===== src/rtl/regfile_2r1w.sv =====
// regfile_2r1w: architectural register file, NREGS x WIDTH.
// It has two combinational read ports and one synchronous write port.
// Each row is a bank of flops. A per-row decoded enable is gated by RegWrite, and a
// hold path keeps the row value when the enable is low.
// Row ZERO_REG has no storage and always reads zero.
// Optional feature macro: REGFILE_BYPASS_EN. When it is defined, write-through
// forwarding sends WriteData to a read port that addresses the row being written.
module regfile_2r1w #(
  parameter  int WIDTH    = 64,
  parameter  int NREGS    = 32,
  parameter  int ZERO_REG = 31,
  localparam int AW       = $clog2(NREGS)
) (
  input  logic             clk,
  input  logic             reset,
  input  logic             RegWrite,
  input  logic [AW-1:0]    WriteRegister,
  input  logic [WIDTH-1:0] WriteData,
  input  logic [AW-1:0]    ReadRegister1,
  input  logic [AW-1:0]    ReadRegister2,
  output logic [WIDTH-1:0] ReadData1,
  output logic [WIDTH-1:0] ReadData2
);

  // Flattened view of every row. The zero row is a constant, not a flop.
  logic [NREGS-1:0][WIDTH-1:0] rows_s;
  logic [WIDTH-1:0]            rd1_s;
  logic [WIDTH-1:0]            rd2_s;

  for (genvar r = 0; r < NREGS; r++) begin : g_row
    if (r == ZERO_REG) begin : g_zero
      assign rows_s[r] = {WIDTH{1'b0}};
    end else begin : g_flop
      logic             wen_s;
      logic [WIDTH-1:0] row_r;

      // RegWrite gates the enable, so an unknown write enable only touches the addressed row.
      assign wen_s = RegWrite && (WriteRegister == AW'(r));

      // Row storage: asynchronous clear, load when enabled, otherwise hold.
      always_ff @(posedge clk or negedge reset) begin
        if (!reset) begin
          row_r <= {WIDTH{1'b0}};
        end else if (wen_s) begin
          row_r <= WriteData;
        end else begin
          row_r <= row_r;
        end
      end

      assign rows_s[r] = row_r;
    end
  end

`ifdef REGFILE_BYPASS_EN
  logic fwd1_s;
  logic fwd2_s;

  // Forward only a live write to a real row. Reset keeps the ports at zero.
  assign fwd1_s = reset && RegWrite && (WriteRegister != AW'(ZERO_REG)) &&
                  (WriteRegister == ReadRegister1);
  assign fwd2_s = reset && RegWrite && (WriteRegister != AW'(ZERO_REG)) &&
                  (WriteRegister == ReadRegister2);

  // Read muxes with write-through forwarding for a same-cycle WB->ID hand-off.
  always_comb begin
    rd1_s = rows_s[ReadRegister1];
    rd2_s = rows_s[ReadRegister2];
    if (fwd1_s) begin
      rd1_s = WriteData;
    end else begin
      rd1_s = rows_s[ReadRegister1];
    end
    if (fwd2_s) begin
      rd2_s = WriteData;
    end else begin
      rd2_s = rows_s[ReadRegister2];
    end
  end
`else
  // Plain read muxes. A row being written shows its old value until the edge.
  always_comb begin
    rd1_s = rows_s[ReadRegister1];
    rd2_s = rows_s[ReadRegister2];
  end
`endif

  assign ReadData1 = rd1_s;
  assign ReadData2 = rd2_s;

endmodule


===== config.mk =====
export PLATFORM = sky130hd
export DESIGN_NAME = regfile_2r1w
export DESIGN_NICKNAME = d
export VERILOG_FILES = /design/src/rtl/regfile_2r1w.sv
export SDC_FILE = /design/constraint.sdc
export NUM_CORES = 2
export LEC_CHECK = 0
export ABC_CLOCK_PERIOD_IN_PS = 3600
export CAP_MARGIN = 20
export CORE_MARGIN = 3
export CORE_UTILIZATION = 55
export CTS_CLUSTER_SIZE = 40
export DETAILED_ROUTE_END_ITERATION = 16
export MAX_ROUTING_LAYER = met4
export PLACE_DENSITY = 0.8
export SLEW_MARGIN = 20
export SYNTH_ARGS = -nofsm -noshare
export SYNTH_HDL_FRONTEND = slang
export SYNTH_SLANG_ARGS = --single-unit

===== constraint.sdc =====
create_clock -name clk -period 3.6 [get_ports clk]
set_clock_uncertainty 0.05 [all_clocks]
set_input_delay 0.72 -clock clk [delete_from_list [all_inputs] [get_ports clk]]
set_output_delay 0.72 -clock clk [all_outputs]
set_load 0.03 [all_outputs]

Figure 1. The metal 2 layer.
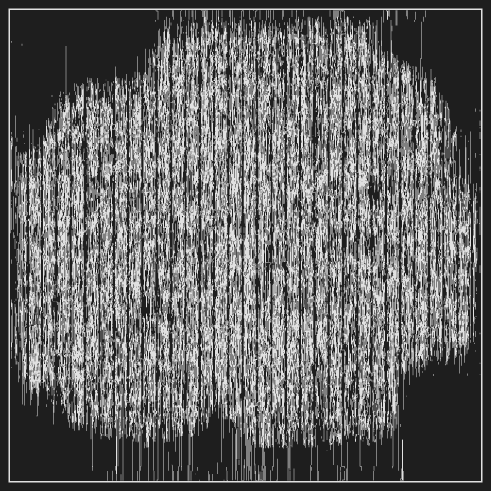
nets with wire on the layer: 7285
main direction: vertical
share of all routed wire: 46%
longest straight run: 125 µm
wire length on this layer: 162 mm

Figure 2. Placement density heat map.
Scale bar: 100 µm. The die is cut into 22 by 22 equal tiles; black is low, pale yellow is high, 0 to 100% covered.
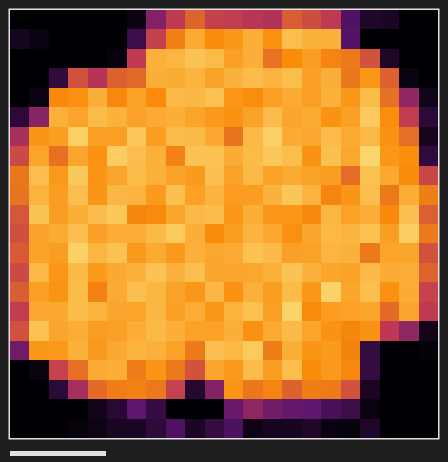
nearly empty tiles: 12%
tiles over 75% full: 58%
mean over tiles: 61%
fullest tile: 91%

Figure 3. The metal 1 layer.
Scale bar: 100 µm.
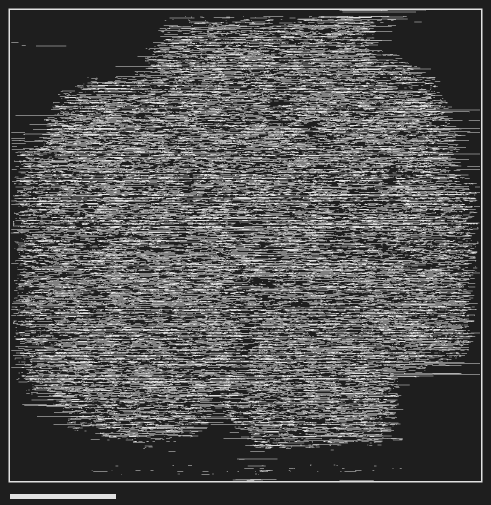
share of all routed wire: 36%
longest straight run: 127 µm
nets with wire on the layer: 7338
wire length on this layer: 127 mm
main direction: horizontal

Figure 4. Wiring heat map.
Scale bar: 100 µm. The die is cut into 22 by 22 equal tiles; black is low, pale yellow is high, scaled to the fullest tile. Values are wire area over tile area, all layers added.
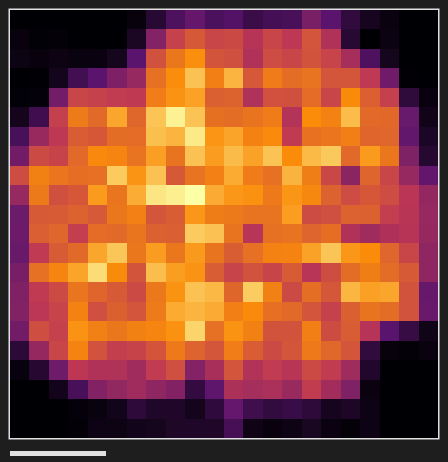
mean over tiles: 0.31
tiles over half the peak: 60%
nearly empty tiles: 9.9%
densest ninth of the die: center
fullest tile: 0.65
total vias in the final route: 74300
final WL: 351000 µm

Figure 5. Track usage over the die.
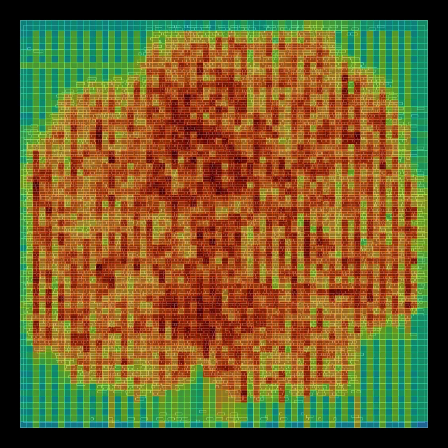
grt peak-use layer: met2
M1 GR Usage: 0.448

==> summary.log <==
[status] run status finished, violations left
[status] violated checks setup timing
[finish] post-synthesis to final-layout area growth 17.0%
[critical_path] Max stage delay on crit path 0.43 ns
[synth] main logic family after synthesis multiplexers
[routing] via density per instance 7.17
[synth] synthesis area per yosys 106000 µm²
[timing] endpoints failing setup 4
[grt] number of global-route vias before repair 77600
[synth] simple-gate share of the synthesized area 0.0160
[grt] gr ovfl total 0
[synth] most used flip-flop cell sky130_fd_sc_hd__dfrtp_1
[routing] wire length per cell after detailed routing 33.9 µm
[timing] count of final hold-check violations 0
[timing] unrepaired setup endpoints after global routing true
[cts] clock transition at the register clock pins on the worst setup and hold paths after CTS 0.06 ns
[synth] post-synthesis net count 7537
[placement] post-detail-place hpwl 212000 µm
[finish] filler instances 13100
[synth] portion of synthesized cell area occupied by the leading cell type 0.466
[cts] clock net sink count 1984
[synth] share of async-settable or async-resettable flops after synthesis 1.00
[pwr] clock group power 21.5 mW
[critical_path] critical setup path kind in -> out
[worst_hold_path] type of the tightest min-delay check in -> async
[synth] most used standard cell by instance count after synthesis sky130_fd_sc_hd__mux2_2
[routing] number of detailed-routing iterations run before antenna repair 5
[critical_path] startpoint of the worst setup timing path ReadRegister1[1]
[cts] later-pin clock latency in the skew report 0.84 ns
[die] chip area 199000 µm²
[critical_path] r2r worst-path depth 1
[synth] Synth Seq Share 0.466
[timing] Worst Slack Setup Final -0.110 ns
[cts] buffers inserted during post-CTS setup optimization 8
[critical_path] endpoint of the worst setup timing path ReadData1[43]
[pwr] net switching power 19.3 mW
[synth] number of standard cells reported by yosys 7455
[synth] cell count after synthesis 7455
## through the flow
step                      utilization  worst slack (ns)  instance area [µm²]
after CTS                       0.649           -0.0315               124000
after global routing            0.651           -0.0841               125000
after floorplan                     -            0.0287               107000
after detailed placement        0.611            -0.109               117000
after global placement          0.611           -0.0851               117000
final                           0.651            -0.110               125000
## layout make-up
| class | instances | area [µm²] | area share |
|---|---|---|---|
| clock buffer | 311 | 6130 | 0.0492 |
| antenna | 20 | 50.0 | 0.000402 |
| multi-input combinational | 4674 | 54100 | 0.434 |
| timing repair buffer | 800 | 10900 | 0.0875 |
| tap | 2511 | 3140 | 0.0252 |
| sequential | 1984 | 49600 | 0.398 |
| clock inverter | 55 | 644 | 0.00517 |
Power and IR drop assume default switching activity.
